### Signal wires on met1, run 1

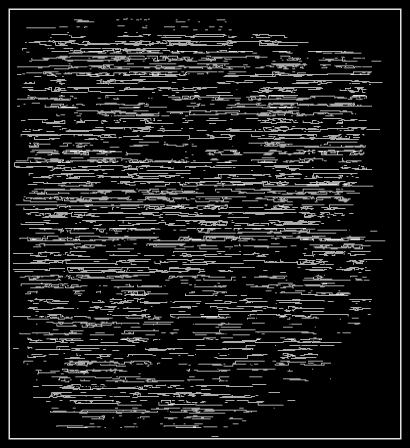
### Met2 routing, run 1

Bar = 50 um.
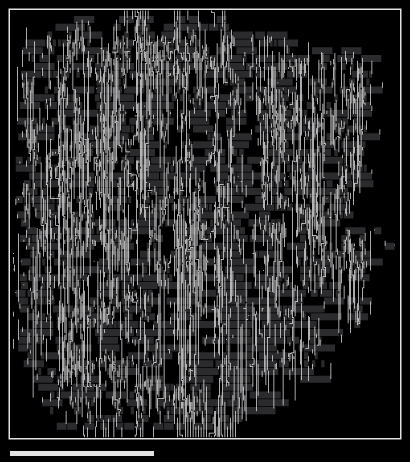
### The metal 3 layer, run 1

Bar = 50 um.
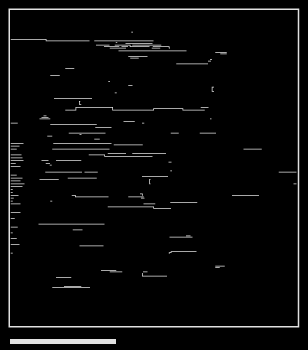
### Metal 4, run 1

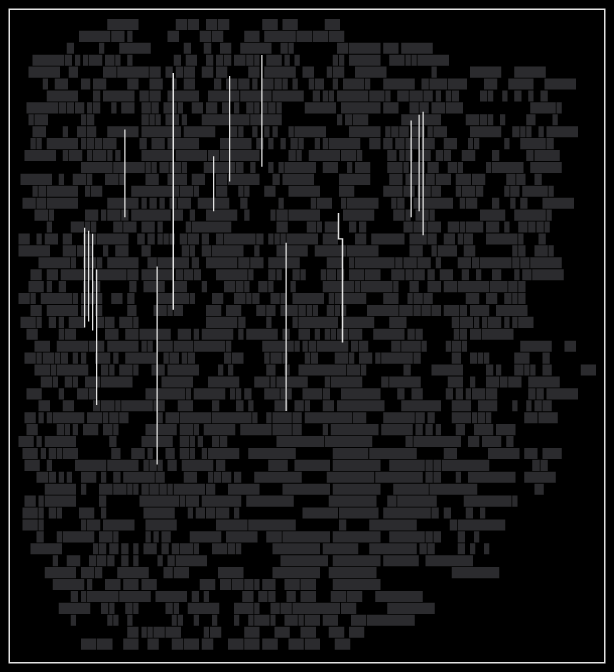
File: src/rtl/rv32_csr_uart.sv
// CSR-space responder for the rv32 core: 64-bit cycle counter, mscratch,
// and a TX FIFO feeding an 8N1 UART transmitter with a programmable bit period.
module rv32_csr_uart #(
  parameter logic [15:0] BAUD_DIV_RST = 16'd868,
  parameter int          FIFO_DEPTH   = 4
) (
  input  logic        clk,
  input  logic        clr,
  input  logic [11:0] m_addr,
  input  logic [31:0] d_t_mem,
  input  logic        io_wrn,
  input  logic        io_rdn,
  output logic [31:0] d_f_mem,
  output logic        txd
);
  localparam int AW = $clog2(FIFO_DEPTH);
  localparam logic [11:0] A_CYCLE  = 12'hC00;
  localparam logic [11:0] A_CYCLEH = 12'hC80;
  localparam logic [11:0] A_SCR    = 12'h340;
  localparam logic [11:0] A_UDATA  = 12'h7C0;
  localparam logic [11:0] A_UDIV   = 12'h7C1;

  typedef enum logic [1:0] {IDLE, START, DATA, STOP} tx_state_t;

  logic [63:0] cycle_cnt;
  logic [31:0] mscratch;
  logic [15:0] div;
  logic        ovf;
  logic [7:0]  fifo_mem [FIFO_DEPTH];
  logic [AW:0] wptr, rptr;

  tx_state_t   state;
  logic [15:0] bit_cnt, bit_div;
  logic [2:0]  bit_idx;
  logic [7:0]  shift;

  logic        wr, fifo_empty, fifo_full, push_req, push, pop, bit_end;
  logic [15:0] div_eff;

  assign wr         = ~io_wrn;
  assign fifo_empty = (wptr == rptr);
  assign fifo_full  = (wptr[AW] != rptr[AW]) && (wptr[AW-1:0] == rptr[AW-1:0]);
  assign push_req   = wr && (m_addr == A_UDATA);
  assign push       = push_req && !fifo_full;
  assign div_eff    = (div == 16'd0) ? 16'd1 : div;
  // bit_div is latched at each bit start so a divisor write never stretches the current bit
  assign bit_end    = (bit_cnt == bit_div - 16'd1);
  assign pop        = !fifo_empty && ((state == IDLE) || ((state == STOP) && bit_end));

  always_ff @(posedge clk) begin
    if (clr) begin
      cycle_cnt <= '0;
      mscratch  <= '0;
      div       <= BAUD_DIV_RST;
      ovf       <= 1'b0;
      wptr      <= '0;
      rptr      <= '0;
    end else begin
      cycle_cnt <= cycle_cnt + 64'd1;
      if (wr && (m_addr == A_SCR)) mscratch <= d_t_mem;
      if (wr && (m_addr == A_UDIV)) begin
        div <= d_t_mem[15:0];
        ovf <= 1'b0;
      end else if (push_req && fifo_full) begin
        ovf <= 1'b1;
      end
      if (push) wptr <= wptr + {{AW{1'b0}}, 1'b1};
      if (pop)  rptr <= rptr + {{AW{1'b0}}, 1'b1};
    end
  end

  always_ff @(posedge clk) begin
    if (push && !clr) fifo_mem[wptr[AW-1:0]] <= d_t_mem[7:0];
  end

  always_ff @(posedge clk) begin
    if (clr) begin
      state   <= IDLE;
      txd     <= 1'b1;
      bit_cnt <= '0;
      bit_div <= 16'd1;
      bit_idx <= '0;
    end else begin
      case (state)
        IDLE: begin
          if (pop) begin
            shift   <= fifo_mem[rptr[AW-1:0]];
            bit_div <= div_eff;
            bit_cnt <= '0;
            state   <= START;
            txd     <= 1'b0;
          end
        end
        START: begin
          if (bit_end) begin
            bit_cnt <= '0;
            bit_div <= div_eff;
            bit_idx <= '0;
            state   <= DATA;
            txd     <= shift[0];
          end else begin
            bit_cnt <= bit_cnt + 16'd1;
          end
        end
        DATA: begin
          if (bit_end) begin
            bit_cnt <= '0;
            bit_div <= div_eff;
            shift   <= shift >> 1;
            if (bit_idx == 3'd7) begin
              state <= STOP;
              txd   <= 1'b1;
            end else begin
              bit_idx <= bit_idx + 3'd1;
              txd     <= shift[1];
            end
          end else begin
            bit_cnt <= bit_cnt + 16'd1;
          end
        end
        STOP: begin
          if (bit_end) begin
            bit_cnt <= '0;
            bit_div <= div_eff;
            // back-to-back frames: next start bit follows the stop bit directly
            if (pop) begin
              shift <= fifo_mem[rptr[AW-1:0]];
              state <= START;
              txd   <= 1'b0;
            end else begin
              state <= IDLE;
              txd   <= 1'b1;
            end
          end else begin
            bit_cnt <= bit_cnt + 16'd1;
          end
        end
        default: begin
          state <= IDLE;
          txd   <= 1'b1;
        end
      endcase
    end
  end

  always_comb begin
    d_f_mem = '0;
    if (!io_rdn) begin
      case (m_addr)
        A_CYCLE:  d_f_mem = cycle_cnt[31:0];
        A_CYCLEH: d_f_mem = cycle_cnt[63:32];
        A_SCR:    d_f_mem = mscratch;
        A_UDATA:  d_f_mem = {28'd0, ovf, (state != IDLE), fifo_full, fifo_empty};
        A_UDIV:   d_f_mem = {16'd0, div};
        default:  d_f_mem = '0;
      endcase
    end
  end
endmodule

File: config.mk
export PLATFORM = sky130hd
export DESIGN_NAME = rv32_csr_uart
export DESIGN_NICKNAME = d
export VERILOG_FILES = /design/src/rtl/rv32_csr_uart.sv
export SDC_FILE = /design/constraint.sdc
export NUM_CORES = 1
export LEC_CHECK = 0
export CORE_ASPECT_RATIO = 1.1
export CORE_MARGIN = 1.5
export CORE_UTILIZATION = 50
export CTS_CLUSTER_DIAMETER = 150
export DETAILED_ROUTE_END_ITERATION = 8
export HOLD_SLACK_MARGIN = 0.15
export PLACE_DENSITY = 0.7
export SYNTH_ARGS = -nofsm -noshare
export SYNTH_HDL_FRONTEND = slang
export SYNTH_SLANG_ARGS = --single-unit
File: constraint.sdc
create_clock -name clk -period 6.2 [get_ports clk]
set_clock_uncertainty 0.15 [all_clocks]
set_input_delay 0.93 -clock clk [delete_from_list [all_inputs] [get_ports clk]]
set_output_delay 0.93 -clock clk [all_outputs]
set_load 0.1 [all_outputs]
==> results_slide.txt, run 1 <==
Implementation Results

Final layout
  • # diodes: 1
  • Post-route design area: 11090 sq um
  • Non-clock buffer share: 0.07150
  • Combinational share of cell area: 0.4459
  • Final core occ: 0.5829
  • Signal buffers: roughly 90
  • Most flops, register: cycle_cnt
  • Layout cells sized above 1: 0.09185
  • Clock network area share: 0.05255
  • Most numerous logic cell after layout: nand2_1
  • Comb gate area: 4947 sq um
  • FF+latch area: ~4400 sq um
  • Seq_cells: 199
  • Max reg flops: ~64
  • Final non-filler cell total: around 1400
  • Syn-to-layout area delta: 14.78%
  • Clock buf count: 18
  • Most common logic cells in the final layout: nand2_1 (177), dfxtp_1 (159), nor2_1 (123)
  • Inverters: 20
  • Fraction of area in registers: 0.3952
  • Largest class: logic gates

Route
  • WL met2: between 10000 and 15000 um
  • DRT antenna net count: 0
  • Wire length on met3: 926 um
  • Top sig layer: met4
  • Post-Route M1 WL: between 10000 and 15000 um
  • Via/cell ratio: 5.723
  • Via Count: ~8000
  • First-pass DRT Iterations: 7
  • Routed WL: 22860 um
  • DR DRC count: 0
  • Wire per inst: 16.30 um
  • Iter 0 DRT Violations: 607

GRT
  • GR Util met1: 0.2991
  • Congestion Overflow GR: 0
  • Vias in the first global route: 7582
  • GR Util met2: 0.4033
  • GRT Overall Usage: 0.2342
  • First-pass GRT wire length: around 38000 um
  • Met3 global-route usage: 0.03840
  • Most Crowded Layer GR: met2
  • Pin count of the biggest net entering global routing: 90
  • Initial antenna violation count: 1

Run
  • Max Cap Viol: 0

Floorplanning
  • Die Span X: between 100 and 150 um
  • I/O pin count: between 80 and 90
  • Core Footprint: between 15000 and 20000 sq um
  • Tapcell count: 247
  • Die height: 148.8 um
  • Rows: approximately 53
  • Die Size: 20170 sq um
  • Floorplan utilization: 0.5079

Timing
  • Minimum clock period: just under 5000 ps
  • Relative slew margins: 0.2941
  • Worst Max-Slew Pin Slew: 1057 ps
  • Final hold vios: 0
  • Post-Route Hold Slack: around 300 ps
  • Final worst path period share: 0.7924
  • RSZ-0062 raised after global routing: false
  • Final slew viol count: 0
  • Fmax: between 200 and 250 MHz

Power and ir drop
  • Worst VDD drop: 0.2078 mV
  • Clk pwr: 1.11 mW
  • Power Sequential: 1.39 mW
  • Reg power frac: 0.454
  • Cell-internal power: 2.178 mW
  • PD cells: around 280 nW/um^2
  • Leakage: 3.634 nW
  • Total Power: 3.054 mW
  • Max power group: registers
  • Net Sw Frac: 0.2866
  • Clock power share: 0.364
  • Comb pwr share: 0.182
  • Combinational gate power: roughly 560 uW
  • P_sw: 875.3 uW

Clocking
  • Clock Sinks: 199
  • Clock-pin slew on the worst setup and hold paths: approximately 70 ps
  • CTS max path bufs: 2
  • Late-Pin Clk Latency: 430 ps
  • Post-CTS Setup Repair Bufs: 0
  • CTS tree: done
  • Number of CTS-inserted buffers: 17
  • CTS root buf: clkbuf_16

Worst setup path
  • Max stage delay on crit path: 650 ps
  • Crit path depth: 10
  • CP Data Arrival Time: between 3000 and 4000 ps
  • Critical path type: input port to output pin
  • Crit path DRT: 5120 ps
  • Buf/Inv on CP: 4
  • FF-to-FF setup slack: 2470 ps
  • Worst Setup End Kind: output pin
  • Reg2reg start: bit_div[0]$_SDFFE_PP1P_
  • CP max FO: 33
  • Crit start category: input port
  • R2R Path End: shift[5]$_DFFE_PP_
  • Crit-path cells: clkdlybuf4s50_1 > nor2_1 > nand4_1 > or4_1 > nor4_2 > buf_4 > o41ai_2 > buf_4 > a21oi_1 > buf_4
  • CP top delay family: buffers and inverters
  • CP Launch Point: m_addr[0]
  • Worst path slowest cell: clkdlybuf4s50_1
  • CP Capture Point: d_f_mem[4]

Synthesis
  • Gate Count Post-Synth: 1100
  • Yosys simple share: 0.2364
  • Top cells, area: dfxtp_1 (33%), edfxtp_1 (12%), nand2_1 (6.9%)
  • Most common library cells after synthesis: nand2_1 (177), dfxtp_1 (159), nor2_1 (124)
  • Mux frac, synth: 0.03858
  • Post-synth EDFFs: 40
  • Combined area of all synthesized cells: 9666 sq um
  • Netlist cell types: around 70
  • Most common cell in the netlist: nand2_1
  • Yosys top cell area share: 0.3293
  • Mapped Avg Cell Area: roughly 9 sq um
  • Adder share: 0.02071
  • # Cells Yosys: 1100
  • Post-Synth XOR/XNOR Area: 0.06796
  • Chip Area, Yosys: between 9000 and 10000 sq um
  • Dominant flop cell: dfxtp_1
  • Seq share, synth: 0.4536
  • Async set-reset flop share out of synthesis: 0
  • Synth Warn #: 0
  • Syn Nets: 1164

Placed design
  • DP HPWL: approximately 16000 um
  • Dpl cells: 1369
  • Cell Area, Placed: 10510 sq um
  • Pre-CTS setup slack: 1311 ps
  • Port bufs: 80

Worst hold path
  • WHS Path Cells: 2
  • Hold Path Origin: mscratch[31]$_SDFFE_PP0P_
  • Hold crit path type: flip-flop to flip-flop
  • WHS Endpoint: mscratch[31]$_SDFFE_PP0P_

Run status
  • Status: complete, no violations
-- 'Signal wires on met1' (at the start) --
main direction: horizontal
nets with wire on the layer: 1125
share of all routed wire: 45%
wire length on this layer: 10200 um

-- 'Met2 routing' (at the start) --
main direction: vertical
nets with wire on the layer: 959
share of all routed wire: 50%
longest straight run: 61.5 um

-- 'The metal 3 layer' (at the start) --
main direction: horizontal
nets with wire on the layer: 86

-- 'Metal 4' (at the start) --
wire length on this layer: 414 um
share of all routed wire: 1.8%
longest straight run: 53.7 um

### Track usage over the die, run 1

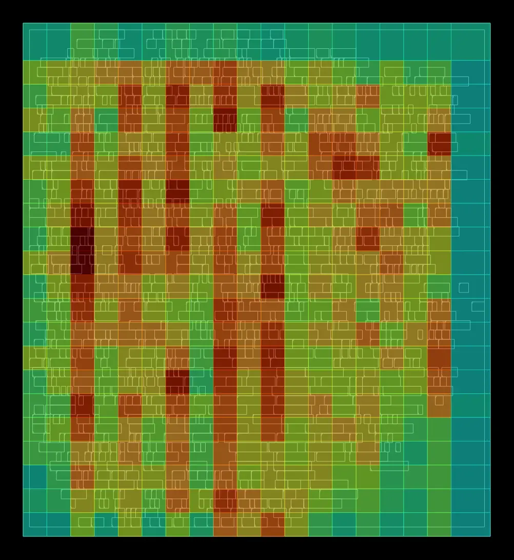

## Run 2: what changed since run 1
Settings changed: PLACE_DENSITY 0.7 to 0.73.
Clock period 6.2 ns to 4.45 ns, I/O delays scaled along.
### Track usage over the die, run 2

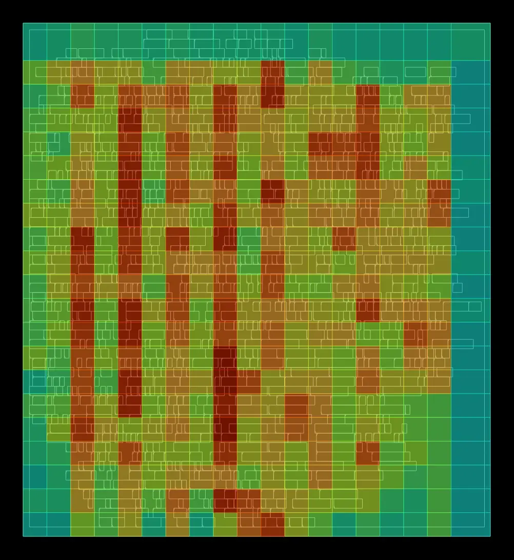
GRT Overall Usage: 0.2321
GR Util met2: 0.4114
Most Crowded Layer GR: met2
GR Util met1: 0.2829
met3 global-route usage: 0.04145

==> run 2 against run 1 <==
Net effect: register-to-register slack got worse by 1700 ps; hold slack gained 0.77 ps; first-iteration DRC count rose by 21%; via count grew 0.56%; count of clock-buffer cells in the layout is 5 higher; synthesized area did not move; cell count is 0.43% higher; critical path type unchanged.
==> results_slide.txt, run 2 <==
Implementation Results

Final layout
  • # diodes: 0 (was 1)
  • Most numerous logic cell after layout: nand2_1 (unchanged)
  • Inverters: 20 (unchanged)
  • Final non-filler cell total: 1408 (was 1402)
  • Most flops, register: cycle_cnt (unchanged)
  • Signal buffers: 97 (was 90)
  • Clock network area share: 0.04834 (was 0.05255)
  • Comb gate area: 4947 sq um (unchanged)
  • Syn-to-layout area delta: 19.17% (was 14.78%)
  • Max reg flops: 64 (unchanged)
  • Final core occ: 0.6052 (was 0.5829)
  • Non-clock buffer share: 0.1082 (was 0.07150)
  • Largest class: logic gates (unchanged)
  • Seq_cells: 199 (unchanged)
  • Clock buf count: 23 (was 18)
  • Combinational share of cell area: 0.4295 (was 0.4459)
  • FF+latch area: 4384 sq um (unchanged)
  • Post-route design area: 11520 sq um (was 11090 sq um)
  • Most common logic cells in the final layout: nand2_1 (177), dfxtp_1 (159), nor2_1 (123) (unchanged)
  • Fraction of area in registers: 0.3806 (was 0.3952)
  • Layout cells sized above 1: 0.09561 (was 0.09185)

Route
  • Via/cell ratio: 5.731 (was 5.723)
  • DRT antenna net count: 0 (unchanged)
  • Via Count: 8069 (was 8024)
  • First-pass DRT Iterations: 7 (unchanged)
  • DR DRC count: 0 (unchanged)
  • Iter 0 DRT Violations: 734 (was 607)
  • WL met2: 11690 um (was 11330 um)
  • Wire per inst: 16.06 um (was 16.30 um)
  • Routed WL: 22610 um (was 22860 um)
  • Post-Route M1 WL: 9584 um (was 10180 um)
  • Wire length on met3: 873 um (was 926 um)
  • Top sig layer: met4 (unchanged)

Power and ir drop
  • Leakage: 3.738 nW (was 3.634 nW)
  • Clk pwr: 1.45 mW (was 1.11 mW)
  • Worst VDD drop: 0.2920 mV (was 0.2078 mV)
  • Combinational gate power: 777 uW (was 556 uW)
  • Comb pwr share: 0.187 (was 0.182)
  • Total Power: 4.156 mW (was 3.054 mW)
  • P_sw: 1.186 mW (was 875.3 uW)
  • PD cells: 360.8 nW/um^2 (was 275.2 nW/um^2)
  • Net Sw Frac: 0.2853 (was 0.2866)
  • Clock power share: 0.348 (was 0.364)
  • Max power group: registers (unchanged)
  • Power Sequential: 1.93 mW (was 1.39 mW)
  • Cell-internal power: 2.970 mW (was 2.178 mW)
  • Reg power frac: 0.465 (was 0.454)

Worst setup path
  • Crit-path cells: clkdlybuf4s50_1 > nand4b_1 > nor4_1 > and4_1 > and2_1 > a22oi_1 > a21oi_1 > buf_12 (was clkdlybuf4s50_1 > nor2_1 > nand4_1 > or4_1 > nor4_2 > buf_4 > o41ai_2 > buf_4 > a21oi_1 > buf_4)
  • CP Data Arrival Time: 3110 ps (was 3830 ps)
  • FF-to-FF setup slack: 770 ps (was 2470 ps)
  • Crit start category: input port (unchanged)
  • Critical path type: input port to output pin (unchanged)
  • Reg2reg start: bit_div[0]$_SDFFE_PP1P_ (unchanged)
  • CP top delay family: simple AND/OR/NAND/NOR gates (was buffers and inverters)
  • R2R Path End: shift[5]$_DFFE_PP_ (unchanged)
  • Buf/Inv on CP: 2 (was 4)
  • CP Capture Point: d_f_mem[4] (unchanged)
  • Crit path depth: 8 (was 10)
  • CP Launch Point: m_addr[6] (was m_addr[0])
  • Max stage delay on crit path: 490 ps (was 650 ps)
  • Crit path DRT: 3630 ps (was 5120 ps)
  • CP max FO: 14 (was 33)
  • Worst path slowest cell: clkdlybuf4s50_1 (unchanged)
  • Worst Setup End Kind: output pin (unchanged)

Placed design
  • Dpl cells: 1376 (was 1369)
  • Pre-CTS setup slack: 587.7 ps (was 1311 ps)
  • Port bufs: 80 (unchanged)
  • Cell Area, Placed: 10960 sq um (was 10510 sq um)
  • DP HPWL: 16090 um (was 15980 um)

GRT
  • Vias in the first global route: 7671 (was 7582)
  • Pin count of the biggest net entering global routing: 82 (was 90)
  • Initial antenna violation count: 0 (was 1)
  • Congestion Overflow GR: 0 (unchanged)
  • First-pass GRT wire length: 37650 um (was 37890 um)

Synthesis
  • Synth area leader: dfxtp_1 (unchanged)
  • Top cells, area: dfxtp_1 (33%), edfxtp_1 (12%), nand2_1 (6.9%) (unchanged)
  • Chip Area, Yosys: 9666 sq um (unchanged)
  • Mux frac, synth: 0.03858 (unchanged)
  • Post-synth EDFFs: 40 (unchanged)
  • Most common library cells after synthesis: nand2_1 (177), dfxtp_1 (159), nor2_1 (124) (unchanged)
  • Netlist cell types: 70 (unchanged)
  • Adder share: 0.02071 (unchanged)
  • Seq share, synth: 0.4536 (unchanged)
  • Syn Nets: 1164 (unchanged)
  • Most common cell in the netlist: nand2_1 (unchanged)
  • # Cells Yosys: 1100 (unchanged)
  • Gate Count Post-Synth: 1100 (unchanged)
  • Combined area of all synthesized cells: 9666 sq um (unchanged)
  • Async set-reset flop share out of synthesis: 0 (unchanged)
  • Synth Warn #: 0 (unchanged)
  • Yosys top cell area share: 0.3293 (unchanged)
  • Post-Synth XOR/XNOR Area: 0.06796 (unchanged)
  • Yosys simple share: 0.2364 (unchanged)
  • Mapped Avg Cell Area: 8.787 sq um (unchanged)
  • Dominant flop cell: dfxtp_1 (unchanged)

Timing
  • Post-Route Hold Slack: 305.7 ps (was 304.9 ps)
  • Final slew viol count: 0 (unchanged)
  • Final hold vios: 0 (unchanged)
  • Final worst path period share: 0.8815
  • Setup TNS: 0 ps (unchanged)
  • Minimum clock period: 3923 ps
  • Relative slew margins: 0.3319 (was 0.2941)
  • Fmax: 254.9 MHz
  • Final worst slack: 527.4 ps (was 1287 ps)
  • RSZ-0062 raised after global routing: false (unchanged)
  • Worst Max-Slew Pin Slew: 998.5 ps (was 1057 ps)

Clocking
  • Late-Pin Clk Latency: 430 ps (about the same)
  • CTS tree: done (unchanged)
  • Number of CTS-inserted buffers: 17 (unchanged)
  • CTS max path bufs: 2 (unchanged)
  • Clock-pin slew on the worst setup and hold paths: 60 ps (was 70 ps)
  • CTS root buf: clkbuf_16 (unchanged)
  • Post-CTS Setup Repair Bufs: 0 (unchanged)
  • Post-CTS resize count: 0 (unchanged)
  • Clock Sinks: 199 (unchanged)

Worst hold path
  • WHS Path Cells: 2 (unchanged)
  • Hold crit path type: flip-flop to flip-flop (unchanged)
  • Hold Path Origin: mscratch[18]$_SDFFE_PP0P_ (was mscratch[31]$_SDFFE_PP0P_)
  • WHS Endpoint: mscratch[18]$_SDFFE_PP0P_ (was mscratch[31]$_SDFFE_PP0P_)

Run
  • Log Warnings: 35 (was 34)
  • Max Cap Viol: 0 (unchanged)

Floorplanning
  • Floorplan utilization: 0.5079 (unchanged)
  • Rows: 53 (unchanged)
  • Die Size: 20170 sq um (unchanged)
  • Die Span X: 135.6 um (unchanged)
  • Core Footprint: 19030 sq um (unchanged)
  • Tapcell count: 247 (unchanged)
  • Die height: 148.8 um (unchanged)
  • I/O pin count: 81 (unchanged)

Run status
  • Status: complete, no violations (unchanged)
### Met2 routing, run 2

Bar = 50 um.
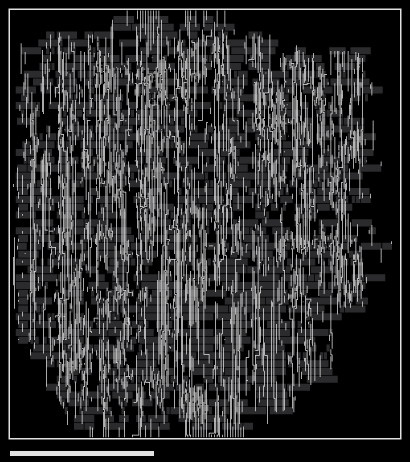
wire length on this layer: 11700 um
main direction: vertical
nets with wire on the layer: 979

No activity file was given, so power comes from the tool's default toggle rates.
